run_1/m1.png
Bar = 50 um. Supply wires on this layer in gray.
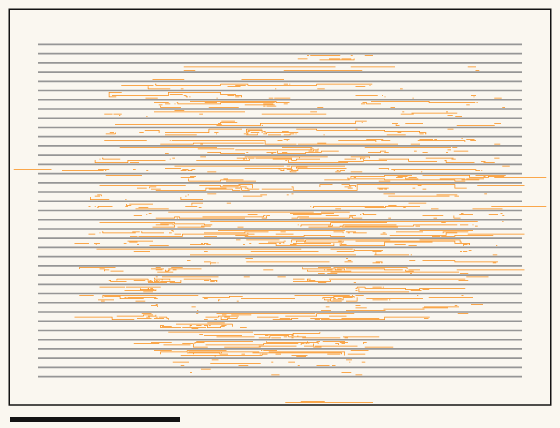
run_1/m2.png
Bar = 50 um.
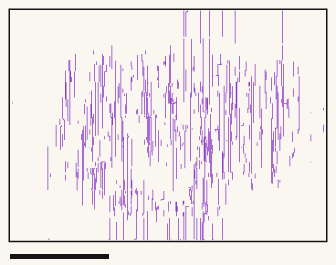
run_1/m3.png
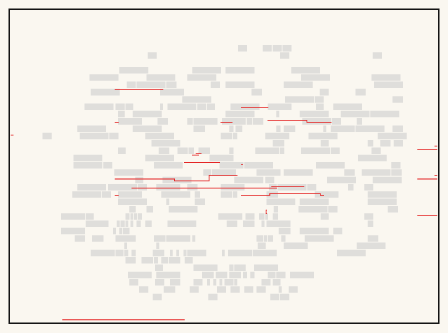
[config.mk]
export PLATFORM = sky130hd
export DESIGN_NAME = sync_fifo
export DESIGN_NICKNAME = d
export VERILOG_FILES = /design/src/rtl/sync_fifo.sv
export SDC_FILE = /design/constraint.sdc
export NUM_CORES = 1
export LEC_CHECK = 0
export CORE_ASPECT_RATIO = 0.7
export CORE_MARGIN = 8
export CORE_UTILIZATION = 25
export CTS_CLUSTER_DIAMETER = 120
export DETAILED_ROUTE_END_ITERATION = 16
export MAX_ROUTING_LAYER = met4
export PLACE_DENSITY = 0.4
export SLEW_MARGIN = 20
export SYNTH_ARGS = -nofsm -noshare
export SYNTH_HDL_FRONTEND = slang
export SYNTH_SLANG_ARGS = --single-unit
[constraint.sdc]
create_clock -name wclk -period 5.8 [get_ports wclk]
set_input_delay 1.74 -clock wclk [delete_from_list [all_inputs] [get_ports wclk]]
set_output_delay 1.74 -clock wclk [all_outputs]
set_load 0.03 [all_outputs]
[src/rtl/sync_fifo.sv]
// Single-clock FIFO with registered read data, occupancy counter, threshold flags
// and sticky overflow/underflow error flags.
module sync_fifo #(
    parameter int DATAWIDTH  = 8,
    parameter int ADDR_WIDTH = 3,
    parameter int AFULL_TH   = (2 ** ADDR_WIDTH) - 1,
    parameter int AEMPTY_TH  = 1
) (
    input  logic                  wclk,
    input  logic                  wrst,
    input  logic                  winc,
    input  logic [DATAWIDTH-1:0]  wdata,
    input  logic                  rinc,
    input  logic                  err_clr,
    output logic [DATAWIDTH-1:0]  rdata,
    output logic                  rvalid,
    output logic                  full,
    output logic                  empty,
    output logic                  almost_full,
    output logic                  almost_empty,
    output logic [ADDR_WIDTH:0]   count,
    output logic                  overflow,
    output logic                  underflow
);

    localparam int DEPTH = 2 ** ADDR_WIDTH;
    localparam logic [ADDR_WIDTH:0] DEPTH_C   = (ADDR_WIDTH+1)'(DEPTH);
    localparam logic [ADDR_WIDTH:0] AFULL_C   = (ADDR_WIDTH+1)'(AFULL_TH);
    localparam logic [ADDR_WIDTH:0] AEMPTY_C  = (ADDR_WIDTH+1)'(AEMPTY_TH);

    logic [DATAWIDTH-1:0]  mem [DEPTH];
    logic [ADDR_WIDTH-1:0] wptr, rptr;
    logic                  wr_acc, rd_acc;
    logic [ADDR_WIDTH:0]   count_nxt;

    // Flags come from the count register alone so they never combinationally
    // depend on this cycle's requests.
    assign full         = (count == DEPTH_C);
    assign empty        = (count == '0);
    assign almost_full  = (count >= AFULL_C);
    assign almost_empty = (count <= AEMPTY_C);

    assign wr_acc = winc & ~full;
    assign rd_acc = rinc & ~empty;

    assign count_nxt = count + {{ADDR_WIDTH{1'b0}}, wr_acc}
                             - {{ADDR_WIDTH{1'b0}}, rd_acc};

    // Storage is deliberately left out of reset; the gate on wrst keeps a
    // write that coincides with reset from landing anywhere.
    always_ff @(posedge wclk) begin
        if (wr_acc && !wrst)
            mem[wptr] <= wdata;
    end

    always_ff @(posedge wclk or posedge wrst) begin
        if (wrst) begin
            wptr      <= '0;
            rptr      <= '0;
            count     <= '0;
            rdata     <= '0;
            rvalid    <= 1'b0;
            overflow  <= 1'b0;
            underflow <= 1'b0;
        end else begin
            count  <= count_nxt;
            rvalid <= rd_acc;
            if (wr_acc)
                wptr <= wptr + 1'b1;
            if (rd_acc) begin
                rdata <= mem[rptr];
                rptr  <= rptr + 1'b1;
            end
            // Set beats clear when both happen in the same cycle.
            if (winc && full)
                overflow <= 1'b1;
            else if (err_clr)
                overflow <= 1'b0;
            if (rinc && empty)
                underflow <= 1'b1;
            else if (err_clr)
                underflow <= 1'b0;
        end
    end

endmodule
==> impl_metrics.py, run 1 <==
# Physical implementation metrics
metrics = {
    "outcome": {
        "status": "completed",
    },
    "placement": {
        "placed_area_um2": 4120,
        "io_buffers": 31,
        "dp_slack_ns": 1.68,
        "dp_hpwl_mm": 5.63,
        "gp_congestion": 0.725,
    },
    "hold_path": {
        "hp-class": "reg2reg",
        "holdPathStages": 1,
    },
    "logic_synthesis": {
        "post-synth-top-area-cell": "edfxtp_1",
        "yosys_area_um2": 3590,
        "synthTopCellsByArea": "edfxtp_1 (54%), dfrtp_1 (15%), mux2_2 (5.7%), mux2i_1 (4.5%), ha_1 (3.5%)",
        "ys_types": 33,
        "yosys-stat-cells": 220,
        "synth_flop_count": 85,
        "top_cell_area_share": 0.536,
        "ys_seq_frac": 0.682,
        "synth-warning-count": 0,
        "syn_avg_cell_area_um2": 16.3,
        "syn_nets": 244,
        "yosys-top-cells-count": "edfxtp_1 (64), dfrtp_1 (21), mux2_2 (18)",
        "synthCells": 220,
        "yosys.cell_count.top_type": "edfxtp_1",
        "edf_count": 64,
        "async_reset_ff_frac": 0.247,
        "ys.flop_type": "edfxtp_1",
        "syn_area_um2": 3590,
    },
    "run": {
        "tool_warnings": 29,
        "drv_cap": 0,
    },
    "final_timing": {
        "tightest_slew_ns": 1.10,
        "max_slew_margin": 0.262,
        "setup-tns-final_ns": 0,
        "max_freq_mhz": 234,
        "finalSetupViolCount": 0,
        "period_needed_ns": 4.27,
        "whs_ns": 0.526,
        "hold_viol": 0,
        "rsz0062_at_grt": "false",
        "period_used_share": 0.736,
        "final_max_slew_viol_count": 0,
        "timing.final.ws_setup_ns": 1.53,
        "finClkSkew_ns": 0.00418,
    },
    "power": {
        "p_leak_uw": 0.00160,
        "peakVddDrop_uv": 162,
        "power.density_nw_per_um2": 519,
    },
    "layout": {
        "nets": 283,
        "antenna_cells": 0,
        "fill_cells": 1395,
        "final_area_um2": 4430,
        "drive_gt1_frac": 0.182,
        "synthToLayoutAreaGrowth_pct": 23.4,
    },
    "die": {
        "chipArea_um2": 18500,
        "row_count": 36,
        "die_h_um": 116,
        "ios": 32,
        "fp_util": 0.257,
        "die_w_um": 159,
        "coreArea_um2": 14000,
    },
    "setup_path": {
        "cp-end-kind": "output port",
        "cp_cell_sequence": "inv_1 -> ha_1 -> nor3b_2 -> clkdlybuf4s50_1",
        "slowest_stage": "clkdlybuf4s50_1",
        "start_kind": "flop",
        "critPathMaxFanout": 12,
        "crit_required_ns": 4.06,
        "path_class": "reg2out",
        "cp.arrival_ns": 2.53,
        "max_stage_delay_ns": 0.80,
        "r2r_cells": 11,
    },
    "global_route": {
        "grt_pass1_wl_mm": 13.3,
        "antenna_found_initial": 0,
        "grt_overflow_total": 0,
        "grt.total_usage": 0.103,
        "grt_pass1_vias": 2027,
        "grt_max_degree": 22,
    },
    "routing": {
        "postRouteAntennaNets": 0,
        "drtIter0Drc": 141,
        "vias_per_cell": 4.26,
        "drc_errors": 0,
        "wl_per_cell_um": 19.0,
        "dr.pass1.iters": 4,
    },
    "clock_network": {
        "clk_pin_slew_ns": 0.06,
        "cts.sinks": 85,
        "clock.latency.late_pin_ns": 0.34,
        "postCtsHoldBufs": 0,
        "post_cts_resized": 0,
        "cts_max_path_buffers": 2,
        "root_buffer": "clkbuf_16",
        "cts_setup_buffers": 0,
        "cts_made_buffers": 9,
        "htreeDepth": 3,
        "cts_tree": "built",
    },
}
About m1.png:
The layer holds 53% of the routed length. 272 nets have wire on it. The wires run mostly horizontal.
WL final: 8.64 mm
via count: 1,932
routing usage on met1: 0.140

About m2.png:
The longest straight run is 49.0 um. The layer carries 3,660 um of wire.
routing usage on met2: 0.140

About m3.png:
The wires run mostly horizontal. The layer holds 3.4% of the routed length. The longest straight run is 53.8 um.

==> run 1: flip-flops by register name, indices dropped and copies added, names as in the netlist <==
| signal | cells |
|---|---|
| rvalid | 1 |
| overflow | 1 |
| count | 4 |
| underflow | 1 |
| rdata | 8 |
| mem | 64 |
| rptr | 3 |
| wptr | 3 |
==> run 1: layer usage <==
metal / vias to the layer above / GRT usage / share of wire / wire length, um
li1: 912 / - / - / -
met1: 980 / 0.140 / 0.53 / 4560
met2: 31 / 0.140 / 0.42 / 3660
met3: 9 / 0.0317 / 0.034 / 292
met4: 0 / 0.0376 / 0.015 / 130
met5: - / - / 0 / 0
==> run 1: final cells by class <==
| class | count | area [um2] | area share |
|---|---|---|---|
| sequential | 85 | 2450 | 0.553 |
| multi-input combinational | 115 | 1040 | 0.235 |
| timing repair buffer | 36 | 348 | 0.0786 |
| tap | 190 | 238 | 0.0537 |
| clock buffer | 11 | 233 | 0.0526 |
| clock inverter | 5 | 75.1 | 0.0170 |
| inverter | 12 | 45.0 | 0.0102 |
==> run 1: layout by cell type, fill, tap and decap left out <==
master	instances
ha_1	10
nand3b_1	1
nand2_4	1
inv_1	12
nor4_4	1
buf_4	5
nand3_1	4
o22ai_1	8
o31ai_2	8
fa_1	1
a22o_1	10
a21o_1	1
nand2_1	4
nor4b_4	1
xor2_1	1
mux2_2	18
dfrtp_1	21
xnor2_1	5
nor3b_2	1
nor3_1	3
a21oi_1	3
mux2i_1	16
bufinv_16	2
clkbuf_16	9
or3b_4	1
nor2b_1	1
nand2b_1	2
nor2_1	6
clkinv_1	2
clkbuf_1	2
o21ai_0	8
clkdlybuf4s50_1	31
edfxtp_1	64
clkinvlp_4	1
==> run 1: path summary, 6_finish.rpt <==
kind / to / slack (ns) / startpoint
worst max register to register: count[1] / 2.43 / count[2]
worst min register to register: overflow / 0.53 / overflow
worst max-delay path: empty / 1.53 / count[2]
min in group asynchronous: wptr[0] / 1.92 / wrst
max in group asynchronous: rdata[3] / 3.64 / wrst
worst min-delay path: overflow / 0.53 / overflow
==> run 1: critical path: cells and delay by family, from the launching register on <==
family                   cells  cell delay, ns
buffers and inverters        2            0.95
flip-flops                   1            0.39
adder cells (fa/ha/maj)      1            0.22
AND/OR/NAND/NOR              1            0.62
==> run 1: through the flow <==
step / total power, uW / cells / util
6_report: 2300 / 454 / 0.317
3_5_place_dp: 1730 / 438 / 0.295
2_1_floorplan: 1450 / 220 / -
3_3_place_gp: 1730 / 438 / 0.295
5_1_grt: 2430 / 454 / 0.317
4_1_cts: 2340 / 454 / 0.317
==> run 1: logic make-up (layout without fill, tap and decap cells) <==
group,Yosys count,in the layout,share of synthesized area
DFF,85,85,0.682
adders and majority gates,11,11,0.0405
and+or+nand+nor,26,26,0.0415
muxes,34,34,0.101
AOI/OAI and AO/OA,38,38,0.0837
buffers and inverters,20,64,0.0363
xor gates and xnor gates,6,6,0.0146
==> run 1: power by group <==
part	switching, uW	total (uW)	internal, uW
Clock	228	603	375
Combinational	453	811	358
Sequential	120	885	765
Total	801	2300	1500
## Run 2: what changed since run 1
==> constraint.sdc (replaced) <==
create_clock -name wclk -period 4.28 [get_ports wclk]
set_input_delay 1.284 -clock wclk [delete_from_list [all_inputs] [get_ports wclk]]
set_output_delay 1.284 -clock wclk [all_outputs]
set_load 0.03 [all_outputs]
run_2/m3.png
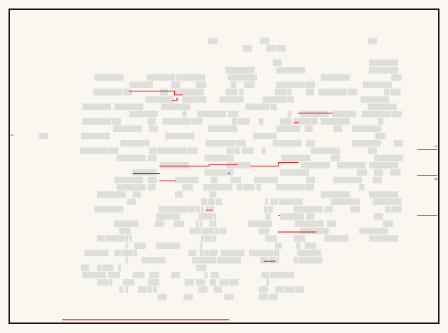
via count: 1,915
M3 GR Usage: 0.0275
WL final: 8.18 mm

run_2/congestion_map.png
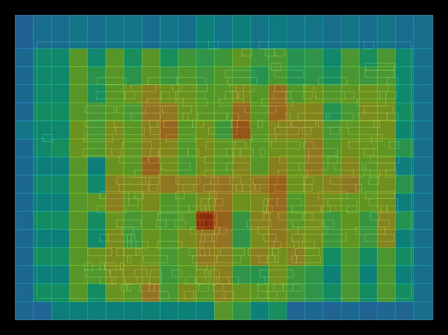
routing usage on met1: 0.121
Wirelength per Cell: 17.7 um
Most Crowded Layer GR: met2

==> impl_metrics.py, run 2 <==
# Physical implementation metrics
metrics = {
    "outcome": {
        "status": "completed",
    },
    "global_route": {
        "grt_pass1_wl_mm": 12.5,
        "grt_max_degree": 22,
        "grt_pass1_vias": 2010,
        "antenna_found_initial": 0,
        "grt_overflow_total": 0,
        "grt.total_usage": 0.0951,
    },
    "logic_synthesis": {
        "yosys-top-cells-count": "edfxtp_1 (64), dfrtp_1 (21), mux2_2 (18)",
        "ys_seq_frac": 0.682,
        "synthCells": 220,
        "ys_types": 33,
        "ys.flop_type": "edfxtp_1",
        "synth-warning-count": 0,
        "synth-simple-area-share": 0.0415,
        "edf_count": 64,
        "yosys-stat-cells": 220,
        "syn_nets": 244,
        "yosys.cell_count.top_type": "edfxtp_1",
        "synthTopLogicFamily": "multiplexers",
        "syn_area_um2": 3590,
        "async_reset_ff_frac": 0.247,
        "post-synth-top-area-cell": "edfxtp_1",
        "xor_share": 0.0146,
        "aoi_share": 0.0837,
        "top_cell_area_share": 0.536,
        "synth_flop_count": 85,
        "synthTopCellsByArea": "edfxtp_1 (54%), dfrtp_1 (15%), mux2_2 (5.7%), mux2i_1 (4.5%), ha_1 (3.5%)",
        "adder_share": 0.0405,
        "mux_share": 0.101,
        "syn_avg_cell_area_um2": 16.3,
        "yosys_area_um2": 3590,
    },
    "clock_network": {
        "clock.latency.late_pin_ns": 0.33,
        "htreeDepth": 3,
        "cts_made_buffers": 9,
        "clk_pin_slew_ns": 0.06,
        "postCtsHoldBufs": 0,
        "root_buffer": "clkbuf_16",
        "post_cts_resized": 0,
        "cts_setup_buffers": 0,
        "cts.sinks": 85,
        "cts_tree": "built",
        "cts_max_path_buffers": 2,
    },
    "setup_path": {
        "critPathMaxFanout": 4,
        "start_kind": "flop",
        "crit_required_ns": 3.00,
        "path_class": "reg2out",
        "cp-end-kind": "output port",
        "cp.arrival_ns": 2.22,
    },
    "placement": {
        "gp_congestion": 0.686,
        "dp_hpwl_mm": 5.62,
        "io_buffers": 31,
        "dp_slack_ns": 0.888,
    },
    "final_timing": {
        "period_used_share": 0.818,
        "tightest_slew_ns": 0.912,
        "max_slew_margin": 0.392,
        "period_needed_ns": 3.50,
        "finClkSkew_ns": 0.00387,
        "hold_viol": 0,
        "timing.final.ws_setup_ns": 0.780,
        "finalSetupViolCount": 0,
        "setup-tns-final_ns": 0,
        "final_max_slew_viol_count": 0,
        "max_freq_mhz": 286,
        "rsz0062_at_grt": "false",
    },
    "routing": {
        "postRouteAntennaNets": 0,
        "drc_errors": 0,
        "dr.pass1.iters": 4,
        "drtIter0Drc": 111,
        "vias_per_cell": 4.15,
    },
    "die": {
        "ios": 32,
        "row_count": 36,
        "fp_util": 0.257,
        "die_w_um": 159,
        "chipArea_um2": 18500,
        "die_h_um": 116,
        "coreArea_um2": 14000,
    },
    "layout": {
        "antenna_cells": 0,
        "layout_top_cell": "edfxtp_1",
        "fill_cells": 1398,
        "nets": 290,
        "largest_reg_flops": 64,
        "largest_register": "mem",
        "drive_gt1_frac": 0.218,
        "largestRegisters": "mem (64), rdata (8), count (4)",
        "synthToLayoutAreaGrowth_pct": 24.8,
        "final_cell_mix": "edfxtp_1 (64), clkdlybuf4s50_1 (31), dfrtp_1 (21)",
    },
    "power": {
        "peakVddDrop_uv": 207,
        "p_leak_uw": 0.00164,
        "power.density_nw_per_um2": 698,
    },
    "hold_path": {
        "hp-class": "reg2reg",
    },
    "run": {
        "drv_cap": 0,
        "tool_warnings": 29,
    },
}
run_2/m2.png
Bar = 50 um.
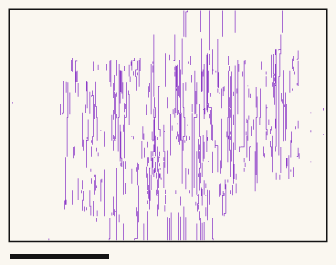
223 nets have wire on it. The longest straight run is 49.0 um. The layer holds 45% of the routed length. The layer carries 3,650 um of wire. The wires run mostly vertical.
routing usage on met2: 0.141

run 2: cell counts after synthesis:
Identical to the previous run, type by type.
run 2: metal layers:
metal  global-route usage  share of wire
met1                0.121           0.51
met2                0.141           0.45
met3               0.0275          0.025
met4               0.0376          0.016
met5                    -              0
run 2: kinds of logic after synthesis:
kind of cell | Yosys count
compound gates | 38
xor+xnor | 6
fa+ha+maj | 11
buf+inv | 20
flops | 85
mux | 34
simple gates | 26
run 2: worst paths after layout:
| kind | from | endpoint | slack (ns) | cells past startpoint |
|---|---|---|---|---|
| worst max register to register | count[2] | count[1] | 1.48 | 13 |
| worst min register to register | underflow | underflow | 0.52 | 1 |
| worst max-delay path | count[2] | full | 0.78 | 5 |
| worst min-delay path | underflow | underflow | 0.52 | 1 |
| max in group asynchronous | wrst | rdata[4] | 2.61 | 3 |
| min in group asynchronous | wrst | count[1] | 1.44 | 3 |
run 2: final cells by class:
type                            instances  area [um2]  area share
Tap cell                              190         238      0.0531
Sequential cell                        85        2450       0.547
Clock inverter                          7        98.8      0.0221
Timing Repair Buffer                   43         400      0.0894
Inverter                               12        45.0      0.0101
Clock buffer                            9         225      0.0503
Multi-Input combinational cell        115        1020       0.228
run 2: report_power, final:
part	internal (uW)	total (uW)	switching, uW
sequential	1040	1190	153
clock	514	835	321
combinational	493	1100	607
total	2040	3120	1080
run 2: critical path, stage by stage (launching register included):
cell,delay (ns)
dfrtp_1,0.41
inv_1,0.15
ha_1,0.15
or3b_4,0.41
inv_1,0.09
clkdlybuf4s50_1,0.67
run 2: stage by stage:
stage | util | power [uW] | std cells | area (um2) | hold slack [ns]
after floorplan | - | 1960 | 220 | 3590 | 0.507
after global placement | 0.297 | 2330 | 445 | 4150 | 0.497
after detailed placement | 0.297 | 2340 | 445 | 4150 | 0.504
after CTS | 0.321 | 3180 | 461 | 4480 | 0.519
after global routing | 0.321 | 3300 | 461 | 4480 | 0.542
final | 0.321 | 3120 | 461 | 4480 | 0.516
## Run 3: what changed since run 2
--- a/config.mk
+++ b/config.mk
@@ -11,7 +11,7 @@
 export CTS_CLUSTER_DIAMETER = 120
 export DETAILED_ROUTE_END_ITERATION = 16
 export MAX_ROUTING_LAYER = met4
-export PLACE_DENSITY = 0.4
+export PLACE_DENSITY = 0.41
 export SLEW_MARGIN = 20
 export SYNTH_ARGS = -nofsm -noshare
 export SYNTH_HDL_FRONTEND = slang
==> constraint.sdc (replaced) <==
create_clock -name wclk -period 3.2 [get_ports wclk]
set_input_delay 0.96 -clock wclk [delete_from_list [all_inputs] [get_ports wclk]]
set_output_delay 0.96 -clock wclk [all_outputs]
set_load 0.03 [all_outputs]
run_3/m2.png
Bar = 50 um.
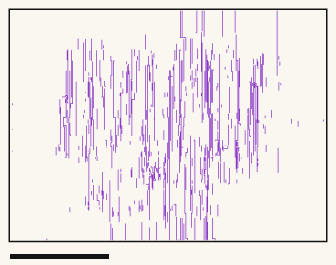
The wires run mostly vertical. The layer carries 3,840 um of wire. The layer holds 47% of the routed length. The longest straight run is 69.9 um. 225 nets have wire on it.
WL final: 8.13 mm
via count: 1,924
routing usage on met2: 0.143

run_3/m3.png
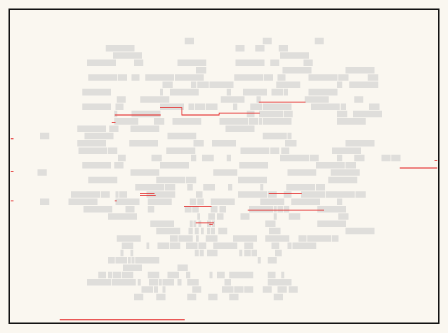
The wires run mostly horizontal. The layer holds 2.5% of the routed length. The longest straight run is 46.2 um. 12 nets have wire on it. The layer carries 206 um of wire.
M3 GR Usage: 0.0299

==> impl_metrics.py, run 3 <==
# Physical implementation metrics
metrics = {
    "power": {
        "switching_share": 0.354,
        "p_leak_uw": 0.00162,
        "power.density_nw_per_um2": 899,
        "pwr-share-seq": 0.388,
        "p_int_uw": 2560,
        "comb_power_share": 0.382,
        "p_sw_uw": 1400,
        "peakVddDrop_uv": 384,
        "clockPowerShare": 0.230,
    },
    "final_timing": {
        "final_max_slew_viol_count": 0,
        "max_freq_mhz": 330,
        "period_needed_ns": 3.03,
        "max_slew_margin": 0.419,
        "finClkSkew_ns": 0.00859,
        "finalSetupViolCount": 0,
        "setup-tns-final_ns": 0,
        "period_used_share": 0.948,
        "rsz0062_at_grt": "false",
        "tightest_slew_ns": 0.869,
        "whs_ns": 0.511,
        "hold_viol": 0,
    },
    "die": {
        "die_w_um": 159,
        "coreArea_um2": 14000,
        "ios": 32,
        "row_count": 36,
        "fp_util": 0.257,
        "chipArea_um2": 18500,
        "die_h_um": 116,
    },
    "global_route": {
        "grt_max_degree": 35,
        "antenna_found_initial": 0,
        "grt_pass1_wl_mm": 12.6,
        "grt_overflow_total": 0,
        "grt_pass1_vias": 2009,
    },
    "run": {
        "drv_cap": 0,
        "tool_warnings": 29,
    },
    "logic_synthesis": {
        "synthTopCellsByArea": "edfxtp_1 (54%), dfrtp_1 (15%), mux2_2 (5.7%), mux2i_1 (4.5%), ha_1 (3.5%)",
        "synthCells": 220,
        "async_reset_ff_frac": 0.247,
        "post-synth-top-area-cell": "edfxtp_1",
        "syn_area_um2": 3590,
        "edf_count": 64,
        "yosys-stat-cells": 220,
        "syn_nets": 244,
        "syn_avg_cell_area_um2": 16.3,
        "ys.flop_type": "edfxtp_1",
        "synth-warning-count": 0,
        "ys_types": 33,
        "yosys_area_um2": 3590,
        "yosys.cell_count.top_type": "edfxtp_1",
        "ys_seq_frac": 0.682,
        "top_cell_area_share": 0.536,
        "synth_flop_count": 85,
        "yosys-top-cells-count": "edfxtp_1 (64), dfrtp_1 (21), mux2_2 (18)",
    },
    "clock_network": {
        "root_buffer": "clkbuf_16",
        "clk_pin_slew_ns": 0.06,
        "cts_tree": "built",
        "postCtsHoldBufs": 0,
        "cts_made_buffers": 9,
        "clock.latency.late_pin_ns": 0.33,
        "htreeDepth": 3,
        "cts_max_path_buffers": 2,
        "cts.sinks": 85,
    },
    "layout": {
        "drive_gt1_frac": 0.196,
        "layout_top_cell": "edfxtp_1",
        "nets": 290,
        "largest_register": "mem",
        "largestRegisters": "mem (64), rdata (8), count (4)",
        "final_cell_mix": "edfxtp_1 (64), clkdlybuf4s50_1 (30), dfrtp_1 (21)",
        "antenna_cells": 0,
        "final-comb-area_um2": 1020,
        "fill_cells": 1405,
        "synthToLayoutAreaGrowth_pct": 22.8,
        "seq_area_um2": 2450,
        "largest_reg_flops": 64,
    },
    "setup_path": {
        "crit_required_ns": 2.24,
        "max_stage_delay_ns": 0.71,
        "start_kind": "flop",
        "path_class": "reg2out",
        "crit_top_cell": "a21oi_1",
        "critPathMaxFanout": 4,
        "slowest_stage": "clkdlybuf4s50_1",
        "cp-end-kind": "output port",
        "cp.arrival_ns": 2.07,
        "cp_cell_sequence": "inv_1 -> ha_1 -> a21oi_1 -> a21oi_1 -> clkdlybuf4s50_1",
        "critPathTopFamily": "buffers and inverters",
        "path_buffers": 2,
    },
    "routing": {
        "vias_per_cell": 4.18,
        "route.met3.wl_um": 205,
        "postRouteAntennaNets": 0,
        "wl_met2_mm": 3.84,
        "routed.top_layer": "met4",
        "drtIter0Drc": 72,
        "drt-met1-wl_mm": 4.01,
        "dr.pass1.iters": 4,
        "drc_errors": 0,
    },
    "placement": {
        "gp_congestion": 0.683,
        "dp_hpwl_mm": 5.52,
        "io_buffers": 31,
    },
    "outcome": {
        "status": "completed",
    },
    "hold_path": {
        "hp-class": "reg2reg",
    },
}
run_3/congestion_map.png
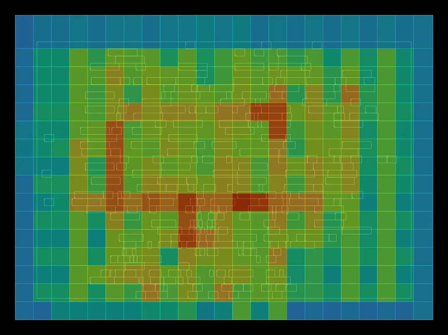
GRT Total Usage: 0.0947
routing usage on met1: 0.122
Core Util, Final: 0.316
Wirelength per Cell: 17.7 um

run 3: routing by layer:
layer | track usage | vias up
met4 | 0.0225 | 0
met5 | - | -
met3 | 0.0299 | 5
li1 | - | 923
met2 | 0.143 | 28
met1 | 0.122 | 968
run 3: cell type report:
cell class              instances  share of cell area
clock inverters                 3             0.00341
inverters                      12              0.0102
flip-flops and latches         85               0.555
clock buffers                  12              0.0537
repair buffers                 43              0.0914
multi-input cells             115               0.232
well taps                     190              0.0539
run 3: what timing repair did:
action,4_1_cts,5_1_grt
setup buffers,0,0
setup endpoints to repair,0,1
gates resized,0,1
run 3: through the flow:
step                power (uW)  instance area [um2]  cells  setup slack (ns)
detailed placement        3110                 4150    445             0.366
global placement          3120                 4150    445             0.374
floorplan                 2620                 3590    220             0.594
finish                    3960                 4410    460             0.166
CTS                       4030                 4400    460            0.0434
global route              4210                 4410    460            0.0879
run 3: final timing paths:
kind                            startpoint  cells past startpoint  slack (ns)           end
worst max-delay path              count[3]                      5        0.17  almost_empty
worst min-delay path             underflow                      1        0.51     underflow
worst max register to register    count[3]                     12        0.63      count[1]
worst min register to register   underflow                      1        0.51     underflow
max in group asynchronous             wrst                      3        1.84       rptr[0]
min in group asynchronous             wrst                      3        1.12      rdata[3]
run 3: cells by family after synthesis:
logic type / Yosys count / synth area share
AOI/OAI and AO/OA: 38 / 0.0837
xor gates and xnor gates: 6 / 0.0146
adders and majority gates: 11 / 0.0405
buffers and inverters: 20 / 0.0363
DFF: 85 / 0.682
muxes: 34 / 0.101
and+or+nand+nor: 26 / 0.0415
run 3: power groups by stage:
stage	clock network (uW)	registers (uW)	logic (uW)
2_1_floorplan	0	1690	928
3_3_place_gp	0	1560	1560
3_5_place_dp	0	1560	1550
4_1_cts	938	1540	1550
5_1_grt	983	1570	1660
6_report	910	1540	1520
Power is estimated from default activity; no workload was simulated.
